===== config.mk =====
export PLATFORM = sky130hd
export DESIGN_NAME = route_lock_ctrl_flat
export DESIGN_NICKNAME = d
export VERILOG_FILES = /design/src/rtl/route_lock_ctrl_if.sv /design/src/rtl/route_lock_ctrl.sv /design/src/flat_wrapper.sv
export SDC_FILE = /design/constraint.sdc
export NUM_CORES = 1
export LEC_CHECK = 0
export CAP_MARGIN = 20
export CORE_ASPECT_RATIO = 1.25
export CORE_MARGIN = 2
export CORE_UTILIZATION = 58
export CTS_CLUSTER_SIZE = 10
export DETAILED_ROUTE_END_ITERATION = 6
export MAX_ROUTING_LAYER = met4
export PLACE_DENSITY = 0.9
export SYNTH_ARGS = -nofsm -noshare
export SYNTH_HDL_FRONTEND = slang
export SYNTH_SLANG_ARGS = --single-unit

===== constraint.sdc =====
create_clock -name i_clk -period 5.5 [get_ports i_clk]
set_clock_uncertainty 0.15 [all_clocks]
set_input_delay 1.65 -clock i_clk [delete_from_list [all_inputs] [get_ports i_clk]]
set_output_delay 1.65 -clock i_clk [all_outputs]
set_load 0.02 [all_outputs]

===== src/rtl/route_lock_ctrl_if.sv =====
// Handshake and status bundle between a route's operator/field inputs
// and its lock controller.
interface route_lock_ctrl_if;
    logic       i_req;
    logic       i_grant;
    logic       i_points_ok;
    logic       i_occupied;
    logic       i_cancel;
    logic       o_locked;
    logic       o_signal;
    logic       o_fault;
    logic [2:0] o_state;

    modport master (
        output i_req, i_grant, i_points_ok, i_occupied, i_cancel,
        input  o_locked, o_signal, o_fault, o_state
    );

    modport slave (
        input  i_req, i_grant, i_points_ok, i_occupied, i_cancel,
        output o_locked, o_signal, o_fault, o_state
    );
endinterface


===== src/rtl/route_lock_ctrl.sv =====
// Per-route lock controller: request/permit to held lock, proceed
// aspect, points-prove timeout and approach-locked timed release.
module route_lock_ctrl #(
    parameter int TIMER_W       = 16,
    parameter int POINT_TIMEOUT = 1000,
    parameter int RELEASE_DELAY = 5000
) (
    input logic              i_clk,
    input logic              i_rst,
    route_lock_ctrl_if.slave bus
);

    typedef enum logic [2:0] {
        IDLE      = 3'd0,
        SETTING   = 3'd1,
        PROCEED   = 3'd2,
        OCCUPIED  = 3'd3,
        RELEASING = 3'd4
    } state_t;

    localparam logic [TIMER_W-1:0] PT_LOAD = TIMER_W'(POINT_TIMEOUT - 1);
    localparam logic [TIMER_W-1:0] RD_LOAD = TIMER_W'(RELEASE_DELAY - 1);

    state_t             state, nxt_state;
    logic [TIMER_W-1:0] timer, nxt_timer;
    logic               armed, nxt_armed;
    logic               fault, nxt_fault;
    logic               locked, signal;

    always_ff @(posedge i_clk) begin
        if (i_rst) begin
            state  <= IDLE;
            timer  <= '0;
            armed  <= 1'b0;
            fault  <= 1'b0;
            locked <= 1'b0;
            signal <= 1'b0;
        end else begin
            state  <= nxt_state;
            timer  <= nxt_timer;
            armed  <= nxt_armed;
            fault  <= nxt_fault;
            locked <= (nxt_state != IDLE);
            signal <= (nxt_state == PROCEED);
        end
    end

    // Timer defaults to 0 so it rests at 0 outside the timed states.
    always_comb begin
        nxt_state = IDLE;
        nxt_timer = '0;
        nxt_fault = 1'b0;
        nxt_armed = armed | ~bus.i_req;
        case (state)
            IDLE: begin
                if (bus.i_req && bus.i_grant && armed) begin
                    nxt_state = SETTING;
                    nxt_timer = PT_LOAD;
                    nxt_armed = 1'b0;
                end
            end
            SETTING: begin
                if (bus.i_cancel) begin
                    nxt_state = IDLE;
                end else if (bus.i_points_ok) begin
                    nxt_state = PROCEED;
                end else if (timer == '0) begin
                    nxt_state = IDLE;
                    nxt_fault = 1'b1;
                end else begin
                    nxt_state = SETTING;
                    nxt_timer = timer - 1'b1;
                end
            end
            PROCEED: begin
                if (bus.i_occupied) begin
                    nxt_state = OCCUPIED;
                end else if (bus.i_cancel || !bus.i_points_ok) begin
                    nxt_state = RELEASING;
                    nxt_timer = RD_LOAD;
                end else begin
                    nxt_state = PROCEED;
                end
            end
            OCCUPIED: begin
                nxt_state = bus.i_occupied ? OCCUPIED : IDLE;
            end
            RELEASING: begin
                if (bus.i_occupied) begin
                    nxt_state = OCCUPIED;
                end else if (timer != '0) begin
                    nxt_state = RELEASING;
                    nxt_timer = timer - 1'b1;
                end
            end
            default: nxt_state = IDLE;
        endcase
    end

    assign bus.o_locked = locked;
    assign bus.o_signal = signal;
    assign bus.o_fault  = fault;
    assign bus.o_state  = state;

endmodule


===== src/flat_wrapper.sv =====
// flat-port wrapper written by rule: the top's interface ports become plain ports
module route_lock_ctrl_flat 
#(
    parameter int TIMER_W       = 16,
    parameter int POINT_TIMEOUT = 1000,
    parameter int RELEASE_DELAY = 5000
)
  (i_clk, i_rst, bus_i_req, bus_i_grant, bus_i_points_ok, bus_i_occupied, bus_i_cancel, bus_o_locked, bus_o_signal, bus_o_fault, bus_o_state);
  route_lock_ctrl_if bus_i ();
  input logic i_clk;
  input logic i_rst;
  input wire logic [$bits(bus_i.i_req)-1:0] bus_i_req;
  input wire logic [$bits(bus_i.i_grant)-1:0] bus_i_grant;
  input wire logic [$bits(bus_i.i_points_ok)-1:0] bus_i_points_ok;
  input wire logic [$bits(bus_i.i_occupied)-1:0] bus_i_occupied;
  input wire logic [$bits(bus_i.i_cancel)-1:0] bus_i_cancel;
  output wire logic [$bits(bus_i.o_locked)-1:0] bus_o_locked;
  output wire logic [$bits(bus_i.o_signal)-1:0] bus_o_signal;
  output wire logic [$bits(bus_i.o_fault)-1:0] bus_o_fault;
  output wire logic [$bits(bus_i.o_state)-1:0] bus_o_state;
  assign bus_i.i_req = bus_i_req;
  assign bus_i.i_grant = bus_i_grant;
  assign bus_i.i_points_ok = bus_i_points_ok;
  assign bus_i.i_occupied = bus_i_occupied;
  assign bus_i.i_cancel = bus_i_cancel;
  assign bus_o_locked = bus_i.o_locked;
  assign bus_o_signal = bus_i.o_signal;
  assign bus_o_fault = bus_i.o_fault;
  assign bus_o_state = bus_i.o_state;
  route_lock_ctrl #(.TIMER_W(TIMER_W), .POINT_TIMEOUT(POINT_TIMEOUT), .RELEASE_DELAY(RELEASE_DELAY)) u_core (.i_clk(i_clk), .i_rst(i_rst), .bus(bus_i));
endmodule

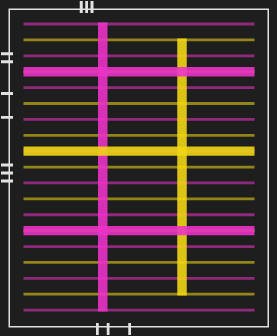
(images/pdn.png)
Pins as bars on the die edge.
legend:
  VDD:
    colour: yellow
  VSS:
    colour: magenta
signal pins: 13
met1 rails: 19
met4 straps: 2
rows: 18
die height: 54.1 µm
Core ar.: 1940 µm²
Die Width: 44.1 µm
VDD IR-drop max: 0.187 mV

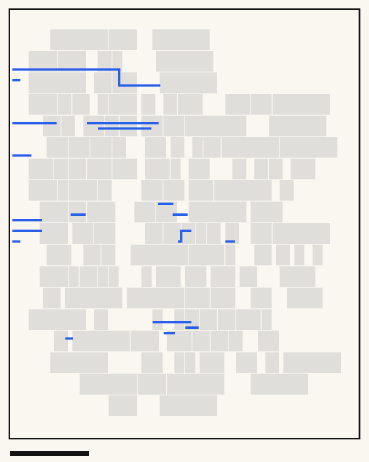
(images/met3.png)
Bar = 10 µm.
wire length on this layer: 67.6 µm
nets with wire on the layer: 15
share of all routed wire: 3.1%
vias: 989
routing usage on met3: 0.0302
Total Wirelength: 2210 µm

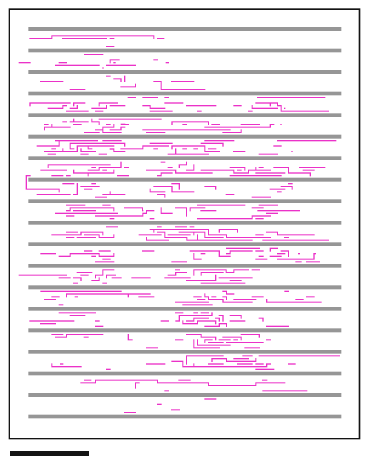
(images/met1.png)
Bar = 10 µm. Supply wires on this layer in grey.
share of all routed wire: 40%
wire length on this layer: 881 µm
nets with wire on the layer: 130
main direction: horizontal
met1 global-route usage: 0.219

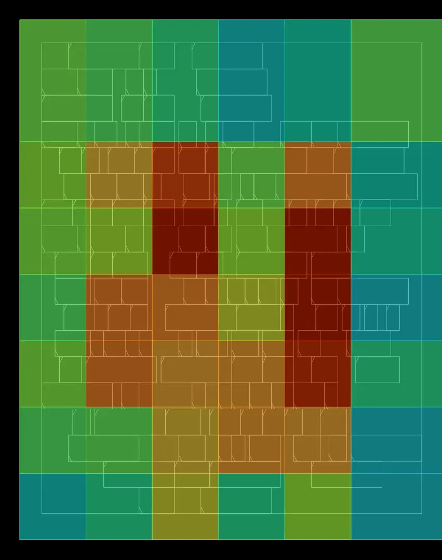
(images/final_congestion.png)
GRT met2 Usage: 0.404
WL/cell: 13.8 µm
grt peak-use layer: met2
All-Layer GR Usage: 0.218
fin util: 0.672

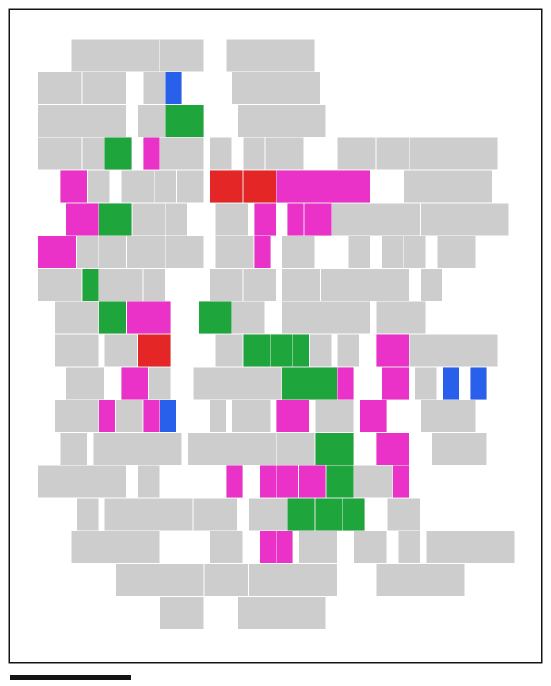
(images/gate_families.png)
Bar = 10 µm.
legend:
  inverters:
    colour: blue
    cells: 4
    most_used: inv_1
  NAND gates:
    colour: green
    cells: 15
  AND-OR and OR-AND gates:
    colour: red
    cells: 3
    most_used: o21a_1
  NOR gates:
    colour: magenta
    cells: 26
    most_used: nor2_1
Comb area share: 0.503
Final Non-Filler Cells: 160
Commonest Layout Cell: dfxtp_1

==> impl_metrics.tcl <==
# collected from the flow reports
set metrics [dict create \
    crit_start "bus_i_points_ok" \
    outcome "complete, no violations" \
    synth_cell_types 41 \
    cp-start-kind "input pin" \
    cp-endpoint "u_core.timer[0]" \
    netSwitchingPower_w 0.0000738 \
    dpl.hpwl_um 1670 \
    syn_inst 129 \
    nNonClkBuffers 12 \
    max-cap-violations 0 \
    comb_area_um2 656 \
    syn_area_um2 1160 \
    synth_flops 23 \
    area_share_nonclk_buffers 0.0922 \
    gp_congestion 0.824 \
    drcViolationCount 0 \
    p_leak_nw 0.508 \
    combPwrFrac 0.157 \
    synth-async-reset-ratio 0 \
    synth-edff-count 0 \
    rsz0062_at_grt "false" \
    fmax_ghz 0.294 \
    largest_class "combinational gates" \
    synthMuxAreaShare 0 \
    simple_gate_share 0.290 \
    rr_startpoint "u_core.bus.o_state[0]" \
    fillCellCount 166 \
    ys.warnings.count 0 \
    grt_pass1_wl_um 3790 \
    cts-resized-gates 0 \
    num_tap_cells 20 \
    ctsHoldBuffers 0 \
    sequential_cell_area_um2 460 \
    cpLargestDelayFamily "simple AND/OR/NAND/NOR gates" \
    cts_setup_buffers 0 \
    htree_levels 1 \
    end_kind "flip-flop" \
    drt_pass1_iterations 4 \
    worstPathRequired_ns 5.58 \
    max_slew.worst_pin.slew_ns 0.804 \
    worstPathArrival_ns 3.48 \
    drive_gt1_frac 0.0571 \
    syn_nets 138 \
    clock_path_buffers 2 \
    chipArea_um2 2380 \
    place_area_um2 1280 \
    aoi_share 0.169 \
    synthFlopType "dfxtp_1" \
    grt_pass1_vias 936 \
    ys_top_logic_family "simple AND/OR/NAND/NOR gates" \
    finalCriticalPeriod_ns 3.40 \
    crit_type "input pin to flip-flop" \
    path_max_fanout 14 \
    slew_headroom 0.463 \
    diodes 0 \
    regToRegEndpoint "u_core.timer[0]" \
    avgSynthCellArea_um2 9.02 \
    path_depth 5 \
    critPathSlowestCell "or4b_1" \
    ioPinCount 13 \
    synth_seq_share 0.396 \
    cts_buffers 3 \
    p_clk_frac 0.253 \
    inv_count 4 \
    place_ws_ns 1.76 \
    largestPowerGroup "sequential cells" \
    ys_top_cells_by_area "dfxtp_1 (40%), a21oi_1 (4.7%), xor2_1 (4.5%)" \
    grt.overflow.total 0 \
    area_growth_pct 11.9 \
    sw_frac_of_total 0.251 \
    row_count 18 \
    reg2regPathDepth 4 \
    clk-insertion-delay-late_ns 0.30 \
    placed_cells 156 \
    finalSetupTns_ns 0 \
    clkbuf_count 4 \
    hold_depth 2 \
    seq_power_share 0.590 \
    hold_class "flip-flop to flip-flop" \
]
metal layers:
layer	part of all wire	track usage	up-vias
met3	0.030	0.0302	6
met1	0.40	0.219	466
met4	0.020	0.116	0
met5	0	-	-
li1	-	-	494
met2	0.55	0.404	23
through the flow:
step	total power [W]	utilization	hold WS, ns
after floorplan	0.000209	-	0.301
after global placement	0.000221	0.659	0.323
after detailed placement	0.000223	0.659	0.329
after CTS	0.000297	0.672	0.345
after global routing	0.000310	0.672	0.368
final	0.000294	0.672	0.345
sequential cells by signal, summed over array words and instances (netlist names):
name and flops:
u_core.armed 1, u_core.bus.o_fault 1, u_core.bus.o_locked 1, u_core.bus.o_signal 1, u_core.bus.o_state 3, u_core.timer 16
Power figures rest on the tool's default switching activity, not on a simulated workload.
